io_fan.png
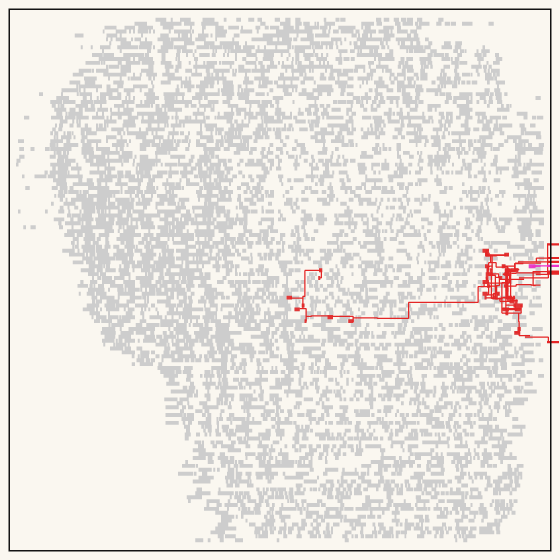
layer_met3.png
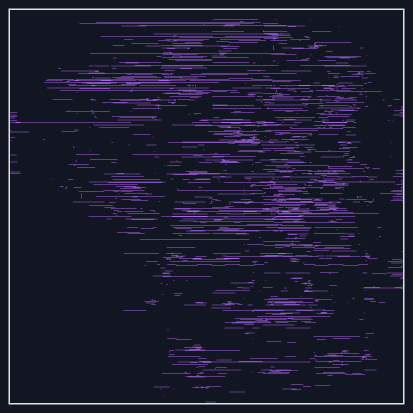
flops_by_reg.png
Other sequential cells in the stronger grey, the rest of the logic in the fainter grey.
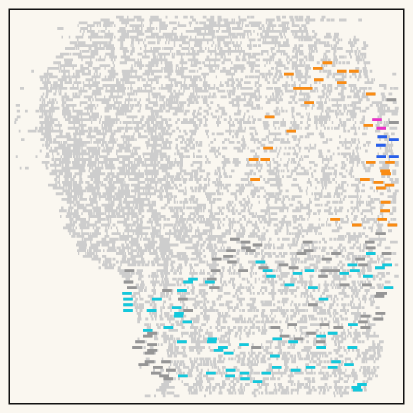
placement.png
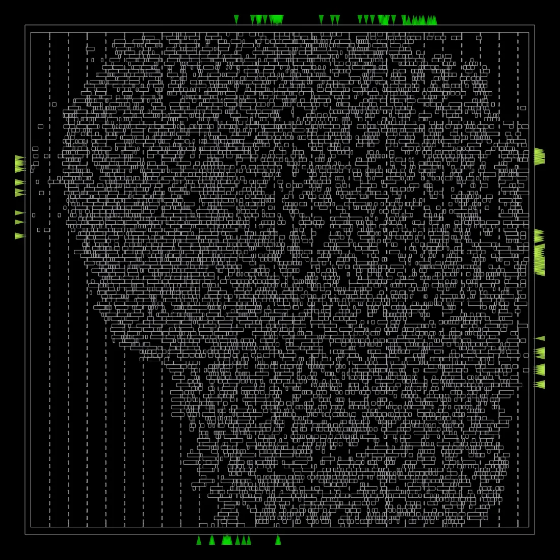
metal_density.png
38 x 38 tiles, from black (low) to pale yellow (high), scaled to the fullest tile. Values are wire area over tile area, all layers added.
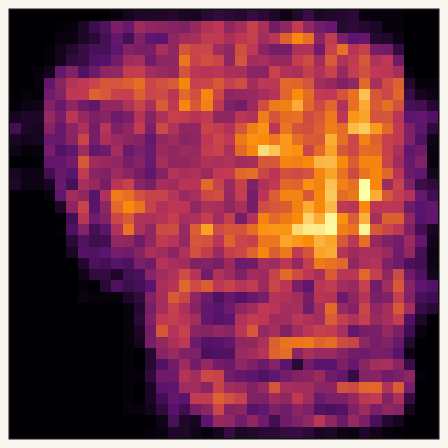
==> config.mk <==
export PLATFORM = sky130hd
export DESIGN_NAME = alu_md
export DESIGN_NICKNAME = d
export VERILOG_FILES = /design/src/rtl/alu_md_pkg.sv /design/src/rtl/alu_md_iter.sv /design/src/rtl/alu_md.sv
export SDC_FILE = /design/constraint.sdc
export NUM_CORES = 2
export LEC_CHECK = 0
export ABC_CLOCK_PERIOD_IN_PS = 5400
export CAP_MARGIN = 0
export CORE_MARGIN = 4
export CORE_UTILIZATION = 30
export CTS_CLUSTER_DIAMETER = 50
export DETAILED_ROUTE_END_ITERATION = 10
export PLACE_DENSITY = 0.47
export SLEW_MARGIN = 20
export SYNTH_ARGS = -nofsm -noshare
export SYNTH_HDL_FRONTEND = slang
export SYNTH_HIERARCHICAL = 1
export SYNTH_SLANG_ARGS = --single-unit
==> constraint.sdc <==
create_clock -name clk -period 5.4 [get_ports clk]
set_input_delay 1.62 -clock clk [delete_from_list [all_inputs] [get_ports clk]]
set_output_delay 1.62 -clock clk [all_outputs]
set_load 0.02 [all_outputs]
==> flow_summary.toml <==
# generated from flow reports
[final_layout]
fill_cells = 13800
largest_reg_flops = 64
fin_area_um2 = 53000
mi_logic_area_um2 = 34700
layout-drive-gt1-share_pct = 23.8

[hold_path]
holdCritPathClass = "flip-flop to flip-flop"
holdPathStages = 2

[critical_path]
cp.arrival_ns = 8.42
worst_setup_path_start_kind = "input port"
crit_slowest_cell = "fa_1"
critical_path.max_fanout = 5
path_delay_family = "adder cells"
critPathBufInv = 10
path_depth = 30
r2r_setup_slack_ns = -0.61
required_ns = 5.82
path_class = "input port to flip-flop"
cp-end-kind = "flip-flop"

[clock_network]
cts_root_buf = "clkbuf_16"
ctsHtreeMaxLevel = 4
clockBufferDepth = 2
numCtsBuffers = 17
clkTransAtPathRegs_ns = 0.10
cts.sinks = 175
clk_latency_ns = 0.53
tritoncts = "done"

[final_timing]
clock_skew_ns = 0.0272
finalWorstSetupSlack_ns = -2.60
finalCritPeriodShare_pct = 148
hold_ws_ns = 0.484
rsz0062_at_grt = "yes"
setup_violations = 27
fmax_mhz = 125
tightestPinTransition_ns = 1.17
period_needed_ns = 8.00
hold_violations = 0

[run]
max_cap_viol_count = 0
openroad.warnings = 102

[synthesis]
aoi_share_pct = 21.4
ys_sh_adder_pct = 29.5
edf_count = 0
synth_warnings = 6
largest_area_cell = "fa_1"
ys_ff = 175
top_cell_area_share_pct = 20.4
syn_area_per_cell_um2 = 7.59
syn-cell-area_um2 = 40500
synthCells = 5337
mux_share_pct = 4.83
synth_nets = 6120
top_cells_by_area = "fa_1 20%, dfrtp_1 11%, ha_1 9.2%, nor2_1 6.1%, nand2_1 5.6%"
top_cells_by_count = "653 x nor2_1, 604 x nand2_1, 576 x inv_1"
synth_cell_types = 97
synthMostInstantiatedCell = "nor2_1"
synth_stat.cells = 5337

[drt]
ant_nets = 0
drc_errors = 0
wl_met1_um = 95600
first_pass_iters = 6
vias_per_cell = 5.66
top_layer = "met4"
route.met2.wl_um = 91300
route.met3.wl_um = 19100
drt_iter0_drc = 5007

[grt]
grt_pass1_wl_um = 311000
gr-total-overflow = 0
grt_pass1_vias = 42500
grt_max_degree = 134
antenna_found_initial = 8

[outcome]
outcome = "finished, violations left"
violations = "setup timing"

[placed_design]
place_congestion = 1.02
post_dp_cell_area_um2 = 49300
detailed_place_hpwl_um = 175000
dp_cells = 7609

[floorplanning]
dieArea_um2 = 141000
core_area_um2 = 134000
die_w_um = 375
fp_util_pct = 30.3

[pwr]
Back to the opening pictures, io_fan.png:
- magenta: `rst` (direction input; edge right; end cells 2; buffers 1; wire 15.8 µm)
- red: `op` (direction input; edge right; end cells 51; buffers 9; wire 980 µm)
Ports: 109
PortBufs: 108

Back to the opening pictures, layer_met3.png:
- main direction: horizontal
- share of all routed wire: 8.8%
- longest straight run: 186 µm
- wire length on this layer: 19100 µm
- nets with wire on the layer: 760
routed wire length: 217000 µm
Via Count: 43700
met3 Use GR: 5.63%

Back to the opening pictures, flops_by_reg.png:
- orange: `result` (placed flops 32)
- cyan: `u_iter/r_acc` (placed flops 64)
- magenta: `r_state` (placed flops 2)
- blue: `u_iter/r_cnt` (placed flops 5)
- not coloured: 72
flop share of the area: 8.28%
FF/Latch Area: 4390 µm²
Final Util: 39.6%

Back to the opening pictures, placement.png:
non-filler instance count after layout: 7734
site row count: 134
TAP cells: 1768
Seq Cell Count: 175

Back to the opening pictures, metal_density.png:
- mean over tiles: 0.26
- emptiest ninth of the die: lower left
- tiles over half the peak: 26%
- fullest tile: 0.77
- nearly empty tiles: 19%
Global Route Usage Sum: 30.1%
post-DR wirelength/cell: 28.0 µm

==> area by class of cell <==
cell class | instances | share of cell area (%)
Sequential cell | 175 | 8.28
Clock buffer | 17 | 0.803
Multi-Input combinational cell | 4201 | 65.5
Clock inverter | 15 | 0.387
Tap cell | 1768 | 4.18
Inverter | 599 | 4.64
Timing Repair Buffer | 954 | 16.1
Antenna cell | 5 | 0.0236
==> layer usage <==
layer,GRT usage [%],vias up
met1,42.7,21900
met4,12.8,0
met3,5.63,335
met2,44.4,2172
met5,0,-
li1,-,19400
==> metrics by stage <==
step / TNS [ns] / utilization, %
floorplan: -50.85 / -
CTS: -54.99 / 39.0
global route: -57.89 / 39.6
detailed placement: -89.46 / 36.8
global placement: -88.32 / 36.8
finish: -53.25 / 39.6
==> placed cells by master, fill, tap and decap left out, types with 36 or more instances in the layout <==
cell,instances
a211oi_1,52
a21o_1,52
a21oi_1,304
a31oi_1,46
buf_12,55
buf_4,697
buf_6,94
clkdlybuf4s50_1,65
dfrtp_1,171
fa_1,352
fa_2,60
ha_1,232
ha_4,62
inv_1,494
inv_2,67
mux2_2,38
mux2i_1,120
nand2_1,594
nand2b_1,38
nand3_1,70
nor2_1,570
nor2_2,47
nor2_4,36
nor3_1,72
o211ai_1,79
o21ai_0,300
o21ai_1,52
o22ai_1,48
o31ai_1,41
xnor2_1,142
xor2_1,139
==> repair_timing <==
| item | 4_1_cts | 5_1_grt |
|---|---|---|
| endpoints found under the setup margin | 29 | 29 |
| pin swaps | 202 | 176 |
| gates resized | 511 | 204 |
| gates cloned | 3 | 0 |
| setup buffers | 82 | 34 |
